Figure 1. Close-up of the layout (run 1).
Bar = 5 um. Window x 61 to 81, y 89 to 109 um. Cells in gray, sequential cells in the stronger gray; small squares are vias.
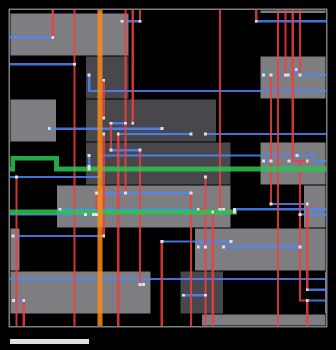
Figure 2. Wire density map (run 1).
The die is cut into 28 by 28 equal tiles; white is low, dark blue is high, scaled to the fullest tile. Values are wire area over tile area, all layers added.
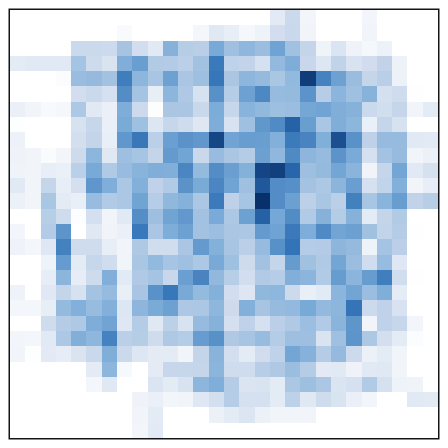
Figure 3. Logic cells by family (run 1).
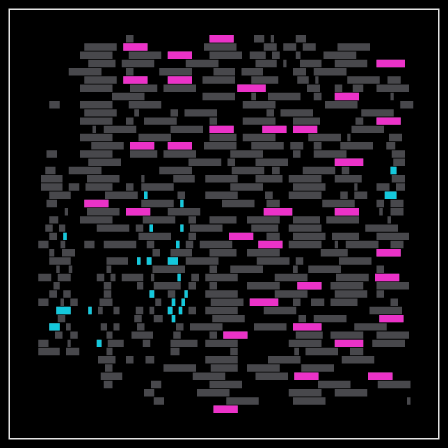
Figure 4. The clock network (run 1).
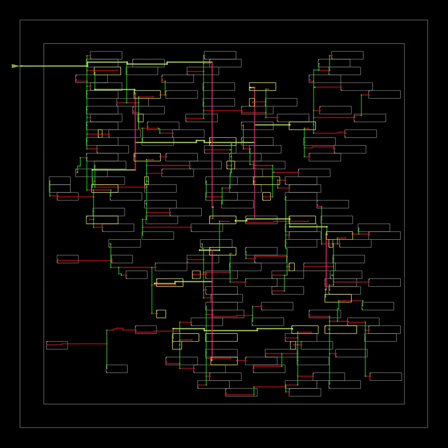
### config.mk
export PLATFORM = sky130hd
export DESIGN_NAME = prog_loader
export DESIGN_NICKNAME = d
export VERILOG_FILES = /design/src/rtl/td4_pkg.sv /design/src/rtl/prog_ram.sv /design/src/rtl/prog_loader.sv
export SDC_FILE = /design/constraint.sdc
export NUM_CORES = 1
export LEC_CHECK = 0
export CELL_PAD_IN_SITES_DETAIL_PLACEMENT = 2
export CELL_PAD_IN_SITES_GLOBAL_PLACEMENT = 2
export CORE_MARGIN = 8
export CORE_UTILIZATION = 35
export DETAILED_ROUTE_END_ITERATION = 10
export MAX_ROUTING_LAYER = met4
export PLACE_DENSITY_LB_ADDON = 0.1
export SKIP_CTS_REPAIR_TIMING = 1
export SLEW_MARGIN = 10
export SYNTH_ARGS = -nofsm -noshare
export SYNTH_HDL_FRONTEND = slang
export SYNTH_HIERARCHICAL = 1
export SYNTH_SLANG_ARGS = --single-unit
### constraint.sdc
create_clock -name clk -period 2.6 [get_ports clk]
set_input_delay 0.52 -clock clk [delete_from_list [all_inputs] [get_ports clk]]
set_output_delay 0.52 -clock clk [all_outputs]
set_load 0.005 [all_outputs]
### src/rtl/td4_pkg.sv
// Shared TD4 definitions: program-loader states, program depth and the
// op/im field positions used by both the loader and the core's decoder.
package td4_pkg;

  typedef enum logic [1:0] {
    WAIT  = 2'd0,
    LOAD  = 2'd1,
    CHECK = 2'd2,
    RUN   = 2'd3
  } ld_state_e;

  localparam int PROG_DEPTH = 16;

  localparam int OP_MSB = 7;
  localparam int OP_LSB = 4;
  localparam int IM_MSB = 3;
  localparam int IM_LSB = 0;

endpackage

### src/rtl/prog_ram.sv
// TD4 instruction store: synchronous write, asynchronous read so the core
// can fetch combinationally from pc.
module prog_ram #(
  parameter int ADDR_W = 4,
  parameter int DATA_W = 8
) (
  input  logic              clk,
  input  logic              we,
  input  logic [ADDR_W-1:0] waddr,
  input  logic [DATA_W-1:0] wdata,
  input  logic [ADDR_W-1:0] raddr,
  output logic [DATA_W-1:0] rdata
);

  logic [DATA_W-1:0] mem_q [2**ADDR_W];

  always_ff @(posedge clk) begin
    if (we) mem_q[waddr] <= wdata;
  end

  assign rdata = mem_q[raddr];

endmodule

### src/rtl/prog_loader.sv
// TD4 program loader: streams a program image into prog_ram and holds the
// core in reset until a full image is in place. Define CHECKSUM_EN to require
// a trailing two's-complement checksum byte that is verified before RUN.
module prog_loader
  import td4_pkg::*;
#(
  parameter int ADDR_W = 4,
  parameter int DATA_W = 8
) (
  input  logic              clk,
  input  logic              rst,
  input  logic              start,
  input  logic              s_valid,
  input  logic [DATA_W-1:0] s_data,
  output logic              s_ready,
  input  logic [ADDR_W-1:0] pc,
  output logic [3:0]        op,
  output logic [3:0]        im,
  output logic              cpu_rst,
  output logic              done,
  output logic              err
);

  localparam int DEPTH = 2**ADDR_W;
`ifdef CHECKSUM_EN
  // Checksum byte rides at index DEPTH and is never stored.
  localparam logic [ADDR_W:0] LAST_IDX = (ADDR_W+1)'(DEPTH);
`else
  localparam logic [ADDR_W:0] LAST_IDX = (ADDR_W+1)'(DEPTH - 1);
`endif

  ld_state_e         state_q, state_d;
  logic [ADDR_W:0]   addr_q, addr_d;
  logic              cpu_rst_q, cpu_rst_d;
  logic              done_q, done_d;
  logic              err_q, err_d;
  logic              hs;
  logic              we;
  logic [DATA_W-1:0] rdata;

  assign s_ready = (state_q == LOAD);
  assign hs      = s_valid & s_ready;
  // Gate by rst so a reset cycle never lands a byte; addr MSB marks the checksum slot.
  assign we      = hs & ~rst & ~addr_q[ADDR_W];

`ifdef CHECKSUM_EN
  logic [7:0] sum_q, sum_d;
  logic       sum_ok;

  assign sum_ok = (sum_q == 8'd0);

  always_comb begin
    sum_d = sum_q;
    if (state_q != LOAD)  sum_d = 8'd0;
    else if (hs)          sum_d = sum_q + s_data[7:0];
  end

  always_ff @(posedge clk) begin
    if (rst) sum_q <= 8'd0;
    else     sum_q <= sum_d;
  end
`else
  logic sum_ok;
  assign sum_ok = 1'b1;
`endif

  always_comb begin
    state_d = state_q;
    addr_d  = addr_q;
    err_d   = err_q;
    unique case (state_q)
      WAIT: begin
        if (start) begin
          state_d = LOAD;
          addr_d  = '0;
          err_d   = 1'b0;
        end
      end
      LOAD: begin
        if (hs) begin
          addr_d = addr_q + 1'b1;
          if (addr_q == LAST_IDX) begin
`ifdef CHECKSUM_EN
            state_d = CHECK;
`else
            state_d = RUN;
`endif
          end
        end
      end
      CHECK: begin
        if (sum_ok) begin
          state_d = RUN;
        end else begin
          state_d = WAIT;
          err_d   = 1'b1;
        end
      end
      RUN: begin
        if (start) begin
          state_d = LOAD;
          addr_d  = '0;
        end
      end
      default: state_d = WAIT;
    endcase
    // Registered from the next state so the core stops on the same edge LOAD begins.
    cpu_rst_d = (state_d != RUN);
    done_d    = (state_d == RUN);
  end

  always_ff @(posedge clk) begin
    if (rst) begin
      state_q   <= WAIT;
      addr_q    <= '0;
      cpu_rst_q <= 1'b1;
      done_q    <= 1'b0;
      err_q     <= 1'b0;
    end else begin
      state_q   <= state_d;
      addr_q    <= addr_d;
      cpu_rst_q <= cpu_rst_d;
      done_q    <= done_d;
      err_q     <= err_d;
    end
  end

  prog_ram #(.ADDR_W(ADDR_W), .DATA_W(DATA_W)) u_ram (
    .clk   (clk),
    .we    (we),
    .waddr (addr_q[ADDR_W-1:0]),
    .wdata (s_data),
    .raddr (pc),
    .rdata (rdata)
  );

  assign op      = rdata[OP_MSB:OP_LSB];
  assign im      = rdata[IM_MSB:IM_LSB];
  assign cpu_rst = cpu_rst_q;
  assign done    = done_q;
`ifdef CHECKSUM_EN
  assign err     = err_q;
`else
  assign err     = 1'b0;
`endif

endmodule

==> Slide: Implementation Results, run 1 <==
Run Summary

Run status
  • Run status: finished, final reports clean

Clock network
  • Root buf cell: clkbuf_16
  • CTS clk-pin slew, worst paths: ~0.060 ns
  • Clk sinks: roughly 140

Timing
  • Final slew viol count: 0
  • Fin. Hold Viols: 0
  • Tcrit/Tclk final: 94.0%
  • Unrepaired setup endpoints after global routing: false
  • Setup-failing EPs final: 0

Setup path
  • Critical path fanouts, max: 5
  • Worst-path cell chain: buf_8 -> clkbuf_16 -> buf_4 -> mux4_1 -> a22oi_2 -> nand2_1 -> dlymetal6s2s_1
  • Endpoint class of the critical path: output port
  • WP data arrival: around 1.9 ns
  • Worst path required time: roughly 2.1 ns
  • Slowest stage cell, crit path: mux4_1
  • R2R Path End: u_ram/mem_q[1][2]
  • R2r setup slk: 0.32 ns

Power
  • Comb power frac: around 13%
  • Ratio of total power to cell area: approximately 790 nW/um^2
  • Sequential power share: roughly 45%
  • Clock group share of total power: roughly 43%
  • Final total power: approximately 0.0056 W
  • VDD IR max: 497 uV
  • Cell Int Power: roughly 0.0043 W
  • Switching Fraction: between 20% and 30%

Synthesis
  • Post-synth EDFFs: approximately 130
  • Seq/Total Area, Yosys: about 73%
  • Area leader, netlist: edfxtp_1
  • Most common cell in the netlist: edfxtp_1
  • Mapped Area: 5510 um^2
  • Post-synth regs: about 140
  • Yosys chip area: 5510 um^2
  • Synth Warn #: 6
  • Top_reg_cell synth: edfxtp_1

Die
  • Die area: approximately 20000 um^2
  • Die X: 141 um
  • Initial Util: between 30% and 40%
  • Cell row count: about 46

Cells and area
  • Final Net Count: between 300 and 400
  • Layout cells sized above 1: about 33%
  • Synthesis-to-layout area growth: 28.8%

Routing
  • Residual DRC count: 0

GRT
  • Largest net degree at the start of global routing: 20
  • Grt ovf: 0
  • Initial antenna violation count: 0

Placement
  • Port bufs: 26
  • HPWL after DPL: 9.45 mm
Notes on Figure 1 above:
Key: orange = met4; red = met2; green = met3; blue = met1
Netlist names of flops here include `u_ram/mem_q` (4). Sequential cells in the window: 4. 8 logic cells have their middle in the window. Most frequent: edfxtp_1 (4).

Notes on Figure 2 above:
The emptiest ninth of the die: bottom left. 22% of the tiles are nearly empty. The densest ninth of the die: middle. The fullest tile reaches 0.44. The mean over all tiles is 0.11.
Routed WL per cell: 24.9 um
All-Layer GR Usage: 15.5%
final WL: 14.6 mm
Vias: 2985

Notes on Figure 3 above:
Key: cyan = NOR gates [cells 23]; magenta = multiplexers [cells 32]
logic share of the area: 19.9%
most frequent logic cell in the layout: edfxtp_1
Non-Filler Instances: 587

Notes on Figure 4 above:
Clock buffer cells: 20
registers: 137
skew final: 0.00774 ns
clk latency late pin: 0.42 ns
total CTS buffers: 17

## run 1: placed cells by master, fill, tap and decap left out, types with 2 or more instances in the layout
master	n
a21oi_1	4
a22oi_1	6
a22oi_2	10
a31oi_1	2
and3_1	3
buf_12	6
buf_4	38
buf_6	2
bufinv_16	3
clkbuf_1	3
clkbuf_16	20
clkdlybuf4s50_1	14
clkinv_2	4
clkinvlp_4	3
dfxtp_1	9
dlymetal6s2s_1	10
edfxtp_1	128
ha_1	5
inv_1	3
mux4_1	7
mux4_2	25
nand2_1	11
nand2b_1	3
nand3_1	2
nand3b_1	4
nor2_1	14
nor3_1	4
o31a_1	2
o31ai_1	4
or2b_1	3
## run 1: sequential cells by signal, summed over array words and instances (netlist names)
name / cells
cpu_rst: 1
done: 1
addr_q: 5
u_ram/mem_q: 128
state_q: 2
## run 1: worst min-delay path by stage
stage          cells past startpoint       from   endpoint  slack (ns)
2_1_floorplan                      2  addr_q[4]  addr_q[4]        0.46
3_3_place_gp                       2  addr_q[4]  addr_q[4]        0.48
3_5_place_dp                       2  addr_q[4]  addr_q[4]        0.50
4_1_cts                            2  addr_q[4]  addr_q[4]        0.51
5_1_grt                            2  addr_q[4]  addr_q[4]        0.55
6_report                           2  addr_q[4]  addr_q[4]        0.50
## run 1: cell type report
class	count	area share (%)
clock buffers	20	6.15
well taps	216	3.81
clock inverters	12	2.12
flip-flops and latches	137	56.7
repair buffers	75	11.1
inverters	3	0.159
multi-input cells	124	19.9
## run 1: kinds of logic (layout without fill, tap and decap cells)
| group | Yosys count | in the layout | synth area share, % |
|---|---|---|---|
| buf+inv | 15 | 110 | 1.98 |
| other cells | 1 | 1 | 0.0681 |
| compound gates | 32 | 32 | 4.43 |
| simple gates | 54 | 54 | 5.29 |
| mux | 32 | 32 | 14.0 |
| flops | 137 | 137 | 73.1 |
| fa+ha+maj | 5 | 5 | 1.14 |
## run 1: power by group through the flow
stage / sequential [W] / clock (W) / combinational (W)
after floorplan: 0.00256 / 0 / 0.000367
after detailed placement: 0.00258 / 0 / 0.000669
after global placement: 0.00257 / 0 / 0.000656
final: 0.00253 / 0.00240 / 0.000702
after global routing: 0.00254 / 0.00253 / 0.000774
after CTS: 0.00253 / 0.00246 / 0.000674
## run 1: layer usage
| layer | global-route usage, % | routed length [um] | part of all wire [%] |
|---|---|---|---|
| met1 | 18.3 | 6420 | 44 |
| met2 | 25.4 | 7490 | 51 |
| met5 | - | 0 | 0 |
| met3 | 3.90 | 451 | 3.1 |
| met4 | 5.48 | 223 | 1.5 |
## run 1: through the flow
stage / worst slack (ns) / instances / hold slack [ns]
finish: 0.156 / 587 / 0.500
global route: 0.0675 / 587 / 0.551
CTS: -0.418 / 570 / 0.510
detailed placement: -0.414 / 538 / 0.497
global placement: -0.402 / 538 / 0.481
floorplan: 0.174 / 276 / 0.457
## run 1: critical path: cells and delay by family
family          cells  cell delay, ns
buf+inv             4            0.55
simple gates        1            0.07
mux                 1            0.55
compound gates      1            0.23
==> run 2: changes to the inputs <==
Settings changed: TNS_END_PERCENT from default to 1.
Clock period 2.6 ns to 2.9 ns, I/O delays scaled along.
==> Slide: Implementation Results, run 2 <==
Run Summary

Synthesis
  • Yosys chip area: 5510 um^2 (unchanged)
  • Area leader, netlist: edfxtp_1
  • Seq/Total Area, Yosys: 73.1% (unchanged)
  • Mapped Area: 5510 um^2 (unchanged)
  • Synth Warn #: 6 (unchanged)
  • Post-synth EDFFs: 128 (unchanged)
  • Top_reg_cell synth: edfxtp_1
  • Post-synth regs: 137 (unchanged)
  • Most common cell in the netlist: edfxtp_1

Routing
  • Final WL: 14.3 mm (-2.3%)
  • Routed WL per cell: 25.0 um (+0.48%)
  • Vias: 2874 (-3.7%)

GRT
  • Grt ovf: 0 (unchanged)
  • Initial antenna violation count: 0 (unchanged)
  • All-Layer GR Usage: 15.5% (-0.024 points)
  • Global-route met1 utilization: 18.5% (+0.16 points)
  • GR Util met2: 25.5% (+0.051 points)
  • Largest net degree at the start of global routing: 32 (+60%)

Timing
  • Skew final: 0.00792 ns (+0.000182 ns)
  • Unrepaired setup endpoints after global routing: false
  • Final slew viol count: 0 (unchanged)
  • Fin. Hold Viols: 0 (unchanged)
  • Hold slack: 0.498 ns (-0.00237 ns)
  • Setup-failing EPs final: 0 (unchanged)

Die
  • Die area: 20000 um^2 (unchanged)
  • Die X: 141 um (unchanged)
  • Cell row count: 46 (unchanged)

Clock network
  • Clk latency late pin: 0.41 ns (about the same)
  • Clk sinks: 137 (unchanged)

Cells and area
  • Biggest register: u_ram/mem_q
  • Layout cells sized above 1: 29.0% (-4.4 points)
  • Most frequent logic cell in the layout: edfxtp_1
  • Max FFs per register: 128 (unchanged)

Power
  • Final total power: 0.00501 W (-11%)
  • Ratio of total power to cell area: 725 nW/um^2 (-8.7%)
  • VDD IR max: 419 uV (-16%)

Setup path
  • Critical path fanouts, max: 8 (+3)

Placement
  • HPWL after DPL: 9.08 mm (-3.9%)

Run status
  • Run status: finished, final reports clean
## run 2: cell counts after synthesis
Identical to the previous run, type by type.
## run 2: metrics by stage
step / utilization, % / cells / instance area, um^2 / setup slack, ns
floorplan: - / 276 / 5510 / 0.187
global placement: 39.6 / 534 / 6200 / -0.243
detailed placement: 39.6 / 534 / 6200 / -0.337
CTS: 43.3 / 565 / 6780 / -0.362
global route: 44.2 / 571 / 6910 / 0.00873
finish: 44.2 / 571 / 6910 / 0.0808
## run 2: final cells by class
type	instances	area (um^2)
tap	216	270
fill	1500	8740
inverter	3	11.3
timing repair buffer	60	626
sequential	137	4020
clock buffer	17	425
clock inverter	14	156
multi-input combinational	124	1400
## run 2: worst max-delay path: stages
cell,delay [ns]
clkdlybuf4s50_1,0.52
buf_4,0.15
nor2b_1,0.05
buf_6,0.15
a22oi_1,0.25
nand2_1,0.09
clkdlybuf4s50_1,0.45
## run 2: worst paths after layout
path                       endpoint  slack, ns  cells past startpoint
setup reg to reg  u_ram/mem_q[1][0]       0.40                      7
hold / removal            addr_q[4]       0.50                      2
hold reg to reg           addr_q[4]       0.50                      2
setup / recovery              op[2]       0.08                      7
## run 2: metal layers
layer	vias to the layer above	wire length (um)
met3	6	317
li1	1277	-
met5	-	0
met2	41	7500
met4	0	87
met1	1550	6360
## run 2: kinds of logic (layout without fill, tap and decap cells)
group / after synthesis / in the layout / synth area share [%]
buffers and inverters: 15 / 94 / 1.98
AOI/OAI and AO/OA: 32 / 32 / 4.43
adders and majority gates: 5 / 5 / 1.14
other: 1 / 1 / 0.0681
and+or+nand+nor: 54 / 54 / 5.29
DFF: 137 / 137 / 73.1
muxes: 32 / 32 / 14.0
## run 2: report_power, final
part	total [W]	switching, W	internal [W]
clock network	0.00215	0.000813	0.00134
registers	0.00227	0.0000561	0.00222
logic	0.000591	0.000315	0.000276
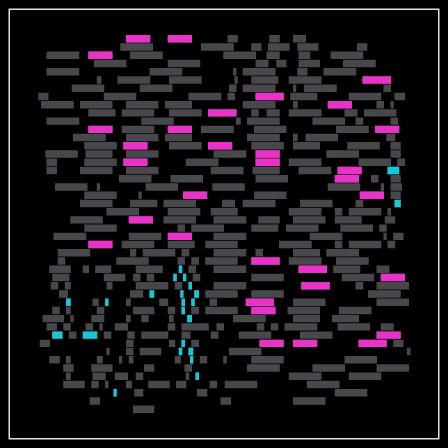
Figure 5: run 2, logic cells by family.
Key: magenta = multiplexers [cells 32]; cyan = NOR gates [cells 23]
Non-Filler Instances: 571
logic share of the area: 20.3%

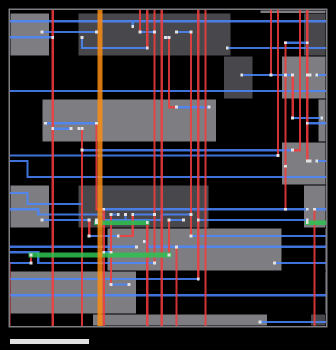
Figure 6: run 2, close-up of the layout.
Bar = 5 um. Window x 61 to 81, y 89 to 109 um. Cells in gray, sequential cells in the stronger gray; small squares are vias.
Key: blue = met1; red = met2; green = met3; orange = met4
Sequential cells in the window: 3. Most frequent: edfxtp_1 (3). Netlist names of flops here include `u_ram/mem_q` (3). 7 logic cells have their middle in the window.

No activity file was given, so power comes from the tool's default toggle rates.
